### config.mk
export PLATFORM = sky130hd
export DESIGN_NAME = wave_channel_gen2
export DESIGN_NICKNAME = d
export VERILOG_FILES = /design/src/rtl/wave_channel_gen2.sv
export SDC_FILE = /design/constraint.sdc
export NUM_CORES = 1
export LEC_CHECK = 0
export ABC_AREA = 1
export CAP_MARGIN = 20
export CELL_PAD_IN_SITES_DETAIL_PLACEMENT = 1
export CELL_PAD_IN_SITES_GLOBAL_PLACEMENT = 2
export CORE_ASPECT_RATIO = 1.25
export CORE_UTILIZATION = 34
export DETAILED_ROUTE_END_ITERATION = 12
export PLACE_DENSITY = 0.9
export SKIP_CTS_REPAIR_TIMING = 1
export SYNTH_ARGS = -nofsm -noshare
export SYNTH_HDL_FRONTEND = slang
export SYNTH_SLANG_ARGS = --single-unit
### constraint.sdc
create_clock -name clk50mhz -period 7.9 [get_ports clk50mhz]
set_input_delay 1.58 -clock clk50mhz [delete_from_list [all_inputs] [get_ports clk50mhz]]
set_output_delay 1.58 -clock clk50mhz [all_outputs]
set_load 0.01 [all_outputs]
### src/rtl/wave_channel_gen2.sv
// -----------------------------------------------------------------------------
// wave_channel_gen2
//   One phase-accumulator voice. Per note it produces a triangle, a pulse with
//   four duties, a sawtooth or LFSR noise. Portamento, vibrato and note length
//   are built in. They advance on the one-cycle tempo strobe note_tick.
//   The voice sits between the sequencer (note/trigger/tick) and the mixer.
//
// Ports
//   clk50mhz     in   50 MHz system clock, rising edge
//   rst          in   synchronous active-high reset, overrides everything
//   note_in      in   [NOTE_W]  target note number (0 = C2, semitone steps)
//   note_trig    in   one-cycle strobe that starts a note
//   note_tick    in   one-cycle tempo strobe for effect and length timing
//   note_length  in   [LEN_W]   0 = sustain, N = note lasts 4*N ticks
//   mode         in   [2]  0 triangle, 1 pulse, 2 sawtooth, 3 noise
//   duty         in   [2]  pulse duty 12.5 / 25 / 50 / 75 %
//   fx_sel       in   [2]  0 none, 1 portamento, 2 vibrato, 3 none
//   fx_optA      in   [2]  effect step every fx_optA+1 ticks
//   fx_optB      in   [2]  vibrato depth fx_optB+1 semitones
//   wave_out     out  [OUT_W]  registered unsigned sample
//   active       out  note currently sounding
// -----------------------------------------------------------------------------
module wave_channel_gen2 #(
  parameter int OUT_W   = 4,
  parameter int NOTE_W  = 6,
  parameter int PHASE_W = 24,
  parameter int LEN_W   = 3
) (
  input  logic              clk50mhz,
  input  logic              rst,
  input  logic [NOTE_W-1:0] note_in,
  input  logic              note_trig,
  input  logic              note_tick,
  input  logic [LEN_W-1:0]  note_length,
  input  logic [1:0]        mode,
  input  logic [1:0]        duty,
  input  logic [1:0]        fx_sel,
  input  logic [1:0]        fx_optA,
  input  logic [1:0]        fx_optB,
  output logic [OUT_W-1:0]  wave_out,
  output logic              active
);

  localparam int ROM_N = 1 << NOTE_W;

  // Phase increment for note n. The table holds one octave (C2..B2) scaled by
  // 2^40 / 50e6. Higher octaves are left shifts of that table. The result is
  // rounded to the PHASE_W scale. This matches
  // round(2^PHASE_W * 65.406 * 2^(n/12) / 50e6) for every PHASE_W in 16..32.
  function automatic logic [PHASE_W-1:0] inc_calc(input int n);
    logic [63:0] base;
    logic [63:0] scaled;
    int          shift;
    case (n % 12)
      0:       base = 64'd1438293;
      1:       base = 64'd1523819;
      2:       base = 64'd1614429;
      3:       base = 64'd1710428;
      4:       base = 64'd1812136;
      5:       base = 64'd1919891;
      6:       base = 64'd2034054;
      7:       base = 64'd2155005;
      8:       base = 64'd2283148;
      9:       base = 64'd2418911;
      10:      base = 64'd2562747;
      default: base = 64'd2715136;
    endcase
    shift  = 40 - PHASE_W;
    scaled = (base << (n / 12)) + (64'd1 << (shift - 1));
    return PHASE_W'(scaled >> shift);
  endfunction

  // NOTE: the increment table is a constant ROM built from wires. It carries
  // no state, so it has no reset.
  logic [PHASE_W-1:0] w_rom [ROM_N];
  for (genvar g = 0; g < ROM_N; g++) begin : g_rom
    assign w_rom[g] = inc_calc(g);
  end

  // State
  logic [PHASE_W-1:0] r_phase;
  logic [NOTE_W-1:0]  r_cur_note;
  logic [NOTE_W-1:0]  r_target;
  logic [1:0]         r_vib_step;
  logic [1:0]         r_rate_cnt;
  logic [LEN_W+1:0]   r_len_cnt;
  logic [14:0]        r_lfsr;
  logic               r_active;
  logic [OUT_W-1:0]   r_wave;

  // Pitch path
  logic [2:0]          w_depth;
  logic signed [3:0]   w_vib_off;
  logic [NOTE_W+2:0]   w_eff_sum;
  logic [NOTE_W-1:0]   w_eff_note;
  logic [PHASE_W-1:0]  w_inc;
  logic [PHASE_W:0]    w_phase_sum;
  logic                w_wrap;

  // Waveform path
  logic [OUT_W:0]      w_p;
  logic [2:0]          w_top3;
  logic [2:0]          w_thr;
  logic [OUT_W-1:0]    w_wave;

  assign w_depth = {1'b0, fx_optB} + 3'd1;

  // NOTE: every signal assigned in an always_comb block gets a default first.
  // A path that leaves one unassigned would infer a latch.
  always_comb begin
    w_vib_off = '0;
    if (fx_sel == 2'd2) begin
      case (r_vib_step)
        2'd1:    w_vib_off = $signed({1'b0, w_depth});
        2'd3:    w_vib_off = -$signed({1'b0, w_depth});
        default: w_vib_off = '0;
      endcase
    end
  end

  // Signed sum with two guard bits. A negative sum clamps to 0. An overflow
  // clamps to the top note, so the pitch never wraps around.
  always_comb begin
    w_eff_sum  = (NOTE_W+3)'(r_cur_note) + (NOTE_W+3)'(w_vib_off);
    w_eff_note = w_eff_sum[NOTE_W-1:0];
    if (w_eff_sum[NOTE_W+2])
      w_eff_note = '0;
    else if (w_eff_sum[NOTE_W+1:NOTE_W] != 2'b00)
      w_eff_note = '1;
  end

  assign w_inc       = w_rom[w_eff_note];
  assign w_phase_sum = {1'b0, r_phase} + {1'b0, w_inc};
  assign w_wrap      = w_phase_sum[PHASE_W];

  assign w_p    = r_phase[PHASE_W-1 -: OUT_W+1];
  assign w_top3 = r_phase[PHASE_W-1 -: 3];

  always_comb begin
    case (duty)
      2'd0:    w_thr = 3'd1;
      2'd1:    w_thr = 3'd2;
      2'd2:    w_thr = 3'd4;
      default: w_thr = 3'd6;
    endcase
  end

  always_comb begin
    w_wave = '0;
    case (mode)
      2'd0:    w_wave = w_p[OUT_W] ? ~w_p[OUT_W-1:0] : w_p[OUT_W-1:0];
      2'd1:    w_wave = (w_top3 < w_thr) ? '1 : '0;
      2'd2:    w_wave = r_phase[PHASE_W-1 -: OUT_W];
      default: w_wave = {OUT_W{~r_lfsr[0]}};
    endcase
  end

  // NOTE: all state updates use non-blocking assignments. Every register then
  // sees the pre-edge values of the others, whatever the statement order.
  always_ff @(posedge clk50mhz) begin
    if (rst) begin
      r_phase    <= '0;
      r_cur_note <= '0;
      r_target   <= '0;
      r_vib_step <= '0;
      r_rate_cnt <= '0;
      r_len_cnt  <= '0;
      r_lfsr     <= 15'h7FFF;
      r_active   <= 1'b0;
      r_wave     <= '0;
    end else begin
      // Outside portamento the sounding note follows the latched target. When
      // fx_sel leaves portamento mid-glide, the note snaps to the target.
      if (fx_sel != 2'd1)
        r_cur_note <= r_target;

      if (note_trig) begin
        r_phase    <= '0;
        r_lfsr     <= 15'h7FFF;
        r_len_cnt  <= {note_length, 2'b00};
        r_rate_cnt <= '0;
        r_vib_step <= '0;
        r_active   <= 1'b1;
        r_target   <= note_in;
        // A sounding note under portamento glides to the new target instead
        // of jumping to it.
        if (!(fx_sel == 2'd1 && r_active))
          r_cur_note <= note_in;
      end else if (r_active) begin
        r_phase <= w_phase_sum[PHASE_W-1:0];
        if (w_wrap)
          r_lfsr <= {r_lfsr[13:0], r_lfsr[14] ^ r_lfsr[13]};

        if (note_tick) begin
          if (r_rate_cnt == fx_optA) begin
            r_rate_cnt <= '0;
            if (fx_sel == 2'd1) begin
              if (r_cur_note < r_target)
                r_cur_note <= r_cur_note + NOTE_W'(1);
              else if (r_cur_note > r_target)
                r_cur_note <= r_cur_note - NOTE_W'(1);
            end
            if (fx_sel == 2'd2)
              r_vib_step <= r_vib_step + 2'd1;
          end else begin
            r_rate_cnt <= r_rate_cnt + 2'd1;
          end

          // A counter loaded with 0 stays at 0, so the note sustains.
          if (r_len_cnt != '0) begin
            r_len_cnt <= r_len_cnt - (LEN_W+2)'(1);
            if (r_len_cnt == (LEN_W+2)'(1))
              r_active <= 1'b0;
          end
        end
      end

      r_wave <= r_active ? w_wave : '0;
    end
  end

  assign wave_out = r_wave;
  assign active   = r_active;

endmodule
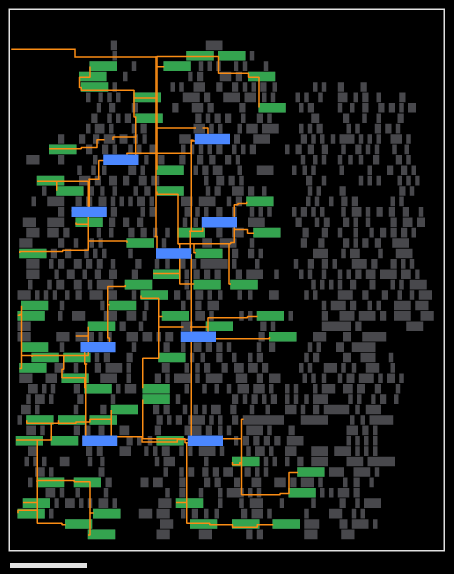
run_1/clock_map.png
The bar under the picture is 20 um long.
[orange] clock wires | length: 1010 um
[green] flip-flops | count: 65
[blue] cells driving clock nets | count: 9
routed clock nets	10

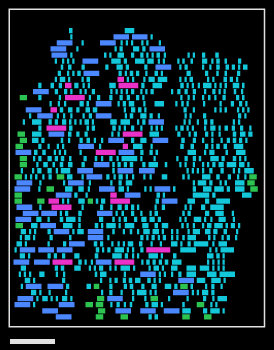
run_1/cell_classes.png
The bar under the picture is 20 um long.
colour	class	cells	share of their area
blue	flip-flops	65	23%
cyan	all other logic	723	67%
magenta	clock drivers and dummy loads	16	5.4%
green	other buffers and delay cells	29	5.0%
row count: 50
Core Area: 15100 um2
post-route cell area: 6020 um2

==> results.ini, run 1 <==
[grt]
track_usage_pct = 20.6
grt_start_max_net_pins = 35
grt_pass1_wl_mm = 26.8
overflow = 0
grt_pass1_vias = 5683
antenna_found_initial = 0
grt_use_met2_pct = 38.5

[drt]
drc = 0
via_per_inst = 5.15
drt_iter0_markers = 230
ant_nets = 0
num_vias = 5364

[critical_path]
worstPathRequired_ps = 8090
r2r_cells = 35
r2r_slack_ps = 2510
cpMaxStageDelayCell = clkdlybuf4s50_1
worstSetupPathType = input port to flip-flop
crit_fanout = 8
worst_ep_arrival_time_ps = 7280

[power]
switchingPower_uw = 330
combPwrFrac_pct = 23.9
seqPwrFrac_pct = 34.7
leakagePower_uw = 0.00294
p_clk_share_pct = 41.4
p_int_uw = 679
vdd_drop_max_uv = 120

[die]
die-width_um = 113
boundaryPins = 28
dieArea_um2 = 16000
die_y_um = 141

[sta]
relSlewSlack_pct = 43.3
fin_hold_ws_ps = 472
max_clock_freq_mhz = 141
setup_ws_ps = 805
fin_skew_ps = 6.84
finalHoldViolCount = 0
fin_crit_sh_pct = 89.8
maxSlewViolCount = 0
setup_tns_ps = 0

[worst_hold_path]
holdPathStages = 2
hold_end = r_phase[0]
min_path_type = flip-flop to flip-flop

[clock_network]
cts_tree = yes
ctsLongestPathBuffers = 2
cts_made_buffers = 9
clk_latency_ps = 340
cts_sinks = 65
clk_pin_slew_ps = 60
htree_num_levels = 3

[logic_synthesis]
syn_area_um2 = 5270
ys_area_um2 = 5270
xor_area_share_pct = 3.33
syn_inst = 807
synth_cell_types = 49
logic_family = simple AND/OR/NAND/NOR gates
numSynthFlops = 65
yosysCellCount = 807
synth_nets = 870
post_synth.cell_area_avg_um2 = 6.53

[placed_design]
io_buffers = 27
hpwl_mm = 11.8
pre_cts_ws_ps = 513

[job]
log.warning_count = 37

[run_status]
status = finished clean

[finish]
area_growth_pct = 14.3
fin_nets = 891

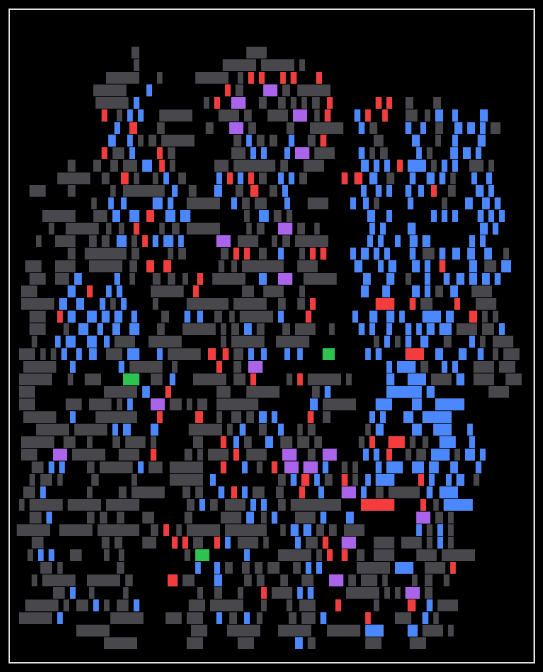
run_1/gate_families.png
colour	family	cells
blue	NAND gates	298
purple	XOR/XNOR gates	20
green	AND-OR and OR-AND gates	3
red	NOR gates	85

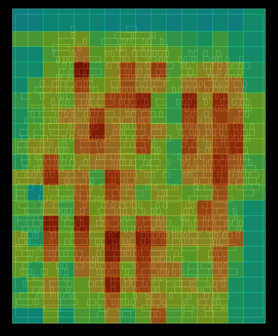
run_1/final_congestion.png
met3 GRT Util: 2.41%
Routed WL per cell: 15.1 um
post-layout util: 40.0%
GR peak layer: met2

-- run 1: area by class of cell --
cell class                      count  area (um2)
Clock buffer                       10         239
Clock inverter                      6        72.6
Timing Repair Buffer               29         285
Tap cell                          208         260
Sequential cell                    65        1300
Fill cell                        1966        9050
Inverter                          124         470
Multi-Input combinational cell    599        3390
-- run 1: synth_stat cells (all sizes together) --
library cell	n	area, um2
nand3b	3	22.5
nand2	197	825
a31o	1	8.76
o21bai	6	56.3
xnor2	7	61.3
buf	6	53.8
clkinv	1	3.75
dfxtp	65	1300
nor2	72	302
a211oi	1	7.51
a2111oi	1	8.76
xor2	13	114
o22ai	2	12.5
a21boi	2	15.0
nor3	13	70.1
nand4	17	121
a21oi	50	250
inv	123	467
o21a	1	7.51
o2111ai	1	8.76
o211ai	18	135
nand3	81	458
ha	38	475
a32o	1	10.0
or2	2	12.5
o21ai	64	324
fa	2	40.0
clkbuf	13	50.0
a31oi	2	12.5
o31ai	1	7.51
o311ai	2	17.5
o221ai	1	8.76
-- run 1: flip-flops by register name, summed over array words and instances (netlist names), 2 cells and up --
signal      flops
r_cur_note      6
r_vib_step      2
r_lfsr         15
r_target        6
r_len_cnt       5
wave_out        4
r_rate_cnt      2
r_phase        24
-- run 1: metrics by stage --
step                util [%]  total power, uW  cell area [um2]  instances
floorplan                  -              527             5270        807
global placement        37.9              588             5710       1025
detailed placement      37.9              595             5710       1025
CTS                     40.0             1020             6020       1041
global route            40.0             1060             6020       1041
finish                  40.0             1010             6020       1041
-- run 1: worst max-delay path: cells and delay by family --
kind / cells / cell delay, ps
compound gates: 3 / 520
simple gates: 20 / 2250
buf+inv: 9 / 1250
fa+ha+maj: 4 / 1510
xor+xnor: 1 / 160
-- run 1: routing by layer --
layer  vias to the layer above  wire (um)
met4                         0        299
met5                         -          0
met3                        26        366
li1                       2697          -
met2                        78       7990
met1                      2563       7070
-- run 1: cells in the final DEF, fill, tap and decap left out, types with 7 or more instances in the layout --
cell	count
inv_1	116
nor3_1	12
nor2_1	68
a21oi_1	50
ha_1	38
clkbuf_16	9
o21ai_0	58
xnor2_1	7
dfxtp_1	65
nand2_4	10
nand4_1	16
nand2_1	183
clkdlybuf4s50_1	27
xor2_1	13
o211ai_1	18
nand3_1	75
-- run 1: how the worst max path moves through the flow --
stage | start | endpoint | slack [ps]
CTS | fx_optB[0] | r_phase[14] | 800
global route | fx_optB[0] | r_phase[14] | 90
finish | fx_optB[0] | r_phase[14] | 810
global placement | fx_optB[0] | r_phase[8] | 740
detailed placement | fx_optB[0] | r_lfsr[4] | 510
floorplan | fx_optB[0] | r_phase[8] | 1850
-- run 1: cells by family after synthesis --
kind of cell | Yosys count
compound gates | 154
buf+inv | 143
flops | 65
fa+ha+maj | 40
xor+xnor | 20
simple gates | 385
-- run 1: power groups by stage --
stage | registers, uW | logic [uW] | clock network [uW]
6_report | 351 | 241 | 418
5_1_grt | 352 | 271 | 438
4_1_cts | 351 | 240 | 428
3_5_place_dp | 358 | 237 | 0
3_3_place_gp | 358 | 230 | 0
2_1_floorplan | 352 | 174 | 0
run_1/registers.png
The bar under the picture is 20 um long.
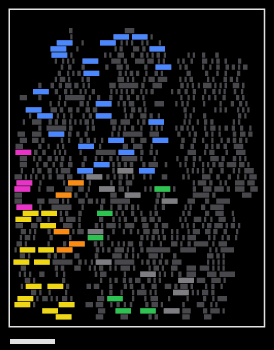

## Run 2: what changed since run 1
--- a/config.mk
+++ b/config.mk
@@ -10,8 +10,11 @@
 export CELL_PAD_IN_SITES_DETAIL_PLACEMENT = 1
 export CELL_PAD_IN_SITES_GLOBAL_PLACEMENT = 2
 export CORE_ASPECT_RATIO = 1.25
-export CORE_UTILIZATION = 34
+export CORE_MARGIN = 3
+export CORE_UTILIZATION = 36
 export DETAILED_ROUTE_END_ITERATION = 12
+export DONT_BUFFER_PORTS = 1
+export GPL_ROUTABILITY_DRIVEN = 1
 export PLACE_DENSITY = 0.9
 export SKIP_CTS_REPAIR_TIMING = 1
 export SYNTH_ARGS = -nofsm -noshare
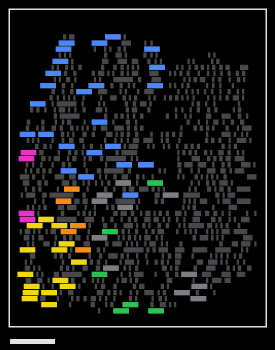
run_2/registers.png
The bar under the picture is 20 um long.
colour	signal	placed flops
blue	`r_phase`	24
yellow	`r_lfsr`	15
orange	`r_len_cnt`	5
magenta	`wave_out`	4
green	`r_target`	6
not coloured	11
register area: 1300 um2
Seq area share: 22.8%
seq pwr: 351 uW

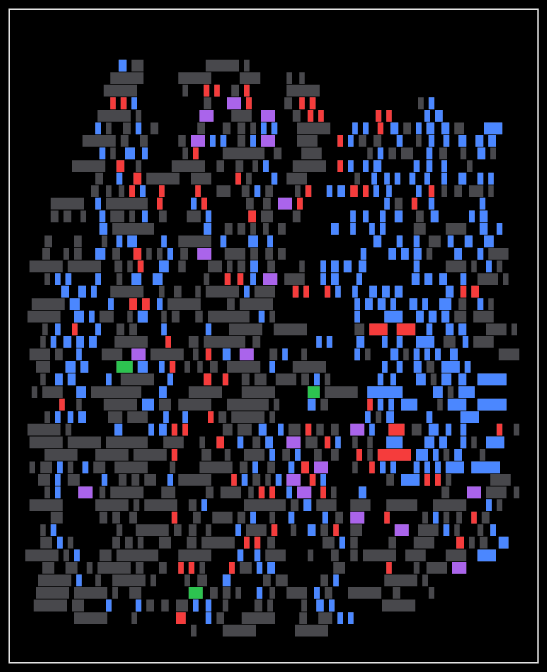
run_2/gate_families.png
colour	family	cells
green	AND-OR and OR-AND gates	3
purple	XOR/XNOR gates	20
red	NOR gates	85
blue	NAND gates	298

==> results.ini, run 2 <==
[run_status]
status = finished clean

[logic_synthesis]
yosysTopAreaCell = dfxtp_1
synth_cell_types = 49  ; unchanged
common_cells = nand2_1, inv_1, nand3_1
netlist_top_cells_area = dfxtp_1, nand2_1, ha_1
ys.flop_type = dfxtp_1
numSynthFlops = 65  ; unchanged
syn_area_um2 = 5270  ; unchanged
yosysCellCount = 807  ; unchanged
synth-edff-count = 0  ; unchanged
ys_area_um2 = 5270  ; unchanged
synthArstFlopShare_pct = 0  ; unchanged
post_synth.cell_area_avg_um2 = 6.53  ; unchanged
yosys_warnings = 0
synth_top_area_share_pct = 24.7  ; unchanged

[drt]
drt_iter0_markers = 241  ; +4.8%
drc = 0  ; unchanged
avgRoutedWirePerCell_um = 15.7  ; +3.9%
ant_nets = 0  ; unchanged
via_per_inst = 5.33  ; +3.4%
num_vias = 5229  ; -2.5%

[finish]
lay_top_count = nand2_1
postLayoutCellArea_um2 = 5710  ; -5.3%
area_growth_pct = 8.34
fill_cells = 1872  ; -4.8%
fin_nets = 864  ; -3.0%
largest-register = r_phase
lay_top_cells = nand2_1, inv_1, nand3_1, nor2_1, dfxtp_1
largest_reg_flops = 24  ; unchanged
reg_top3 = r_phase x24, r_lfsr x15
final_cell_count_no_fill = 981  ; -5.8%

[clock_network]
clk_pin_slew_ps = 50  ; about the same
ctsLongestPathBuffers = 2  ; unchanged
cts_tree = yes
cts_made_buffers = 9  ; unchanged
clk_latency_ps = 340  ; about the same
htree_num_levels = 3  ; unchanged

[grt]
antenna_found_initial = 0  ; unchanged
grt_start_max_net_pins = 35  ; unchanged
grt_pass1_vias = 5641  ; -0.74%
overflow = 0  ; unchanged
grt_pass1_wl_mm = 26.5  ; -1.2%

[critical_path]
critPathLaunchType = input port
worst_ep_arrival_time_ps = 6660  ; -620 ps
r2r_slack_ps = 2470  ; -40 ps
crit_fanout = 8  ; unchanged
worstPathRequired_ps = 8080  ; about the same
worstSetupPathType = input port to flip-flop
crit_buf_inv = 8  ; -1

[die]
dieArea_um2 = 16100  ; +0.82%
die_y_um = 141  ; about the same
core_um2 = 14100  ; -6.8%
die-width_um = 114  ; +0.76%
rows = 48  ; -4.0%
boundaryPins = 28  ; unchanged

[sta]
maxSlewViolCount = 0  ; unchanged
fin_hold_ws_ps = 469  ; -3.06 ps
finalHoldViolCount = 0  ; unchanged
setup_ws_ps = 1420  ; +617 ps
relSlewSlack_pct = 39.9  ; -3.3 points
rsz0062_at_grt = no
setup_tns_ps = 0  ; unchanged
fin_skew_ps = 13.4  ; +6.53 ps
fin_crit_sh_pct = 82.0  ; -7.8 points
setup_viol = 0
max_clock_freq_mhz = 154  ; +9.5%

[placed_design]
place_inst = 965  ; -5.9%
hpwl_mm = 11.7  ; -1.0%
pre_cts_ws_ps = 1080  ; +572 ps
placed_area_um2 = 5400  ; -5.5%
io_buffers = 0  ; -100%

[power]
p_int_uw = 662  ; -2.6%
combPwrFrac_pct = 22.7  ; -1.2 points
leakagePower_uw = 0.00284  ; -3.6%
seqPwrFrac_pct = 35.5  ; +0.8 points
p_clk_share_pct = 41.8  ; +0.4 points
vdd_drop_max_uv = 140  ; +17%

[worst_hold_path]
min_path_type = flip-flop to flip-flop

[job]
maxCapViolCount = 0

## run 2: cell counts after synthesis
No cell type changed its count.
## run 2: worst reg2reg max path: cells and delay by family, from the launching register on
family	cells	cell delay [ps]
and+or+nand+nor	20	2220
buffers and inverters	8	700
DFF	1	360
AOI/OAI and AO/OA	3	560
adders and majority gates	4	1420
## run 2: cell type report
| class | instances | area (um2) | share of cell area, % |
|---|---|---|---|
| clock inverters | 7 | 81.3 | 1.43 |
| well taps | 175 | 219 | 3.84 |
| flip-flops and latches | 65 | 1300 | 22.8 |
| inverters | 124 | 470 | 8.24 |
| multi-input cells | 599 | 3390 | 59.5 |
| repair buffers | 2 | 15.0 | 0.263 |
| clock buffers | 9 | 225 | 3.95 |
## run 2: logic make-up after synthesis
kind of cell	count (synthesis)	share of synthesized area (%)
buf+inv	143	10.9
xor+xnor	20	3.33
flops	65	24.7
fa+ha+maj	40	9.79
compound gates	154	16.9
simple gates	385	34.4
## run 2: routing by layer
metal	routed length (um)	GRT usage, %
met1	6900	23.4
met2	7720	36.0
met3	539	3.61
met4	241	5.88
met5	0	0
## run 2: power by group through the flow
stage               Clock (uW)  Combinational [uW]  Sequential, uW
CTS                        422                 224             351
global placement             0                 214             358
detailed placement           0                 222             359
global route               439                 256             353
floorplan                    0                 174             352
finish                     413                 224             351
## run 2: path summary, 6_finish.rpt
check,startpoint,end,depth (start not counted)
worst max-delay path,fx_optB[0],r_phase[14],36
worst min-delay path,r_phase[15],r_phase[15],2
worst max register to register,r_vib_step[0],r_phase[14],35
worst min register to register,r_phase[15],r_phase[15],2
## run 2: through the flow
step                util (%)  total power [uW]
CTS                     40.6               997
global route            40.6              1050
finish                  40.6               989
detailed placement      38.4               581
global placement        38.4               573
floorplan                  -               527
Power is estimated from default activity; no workload was simulated.
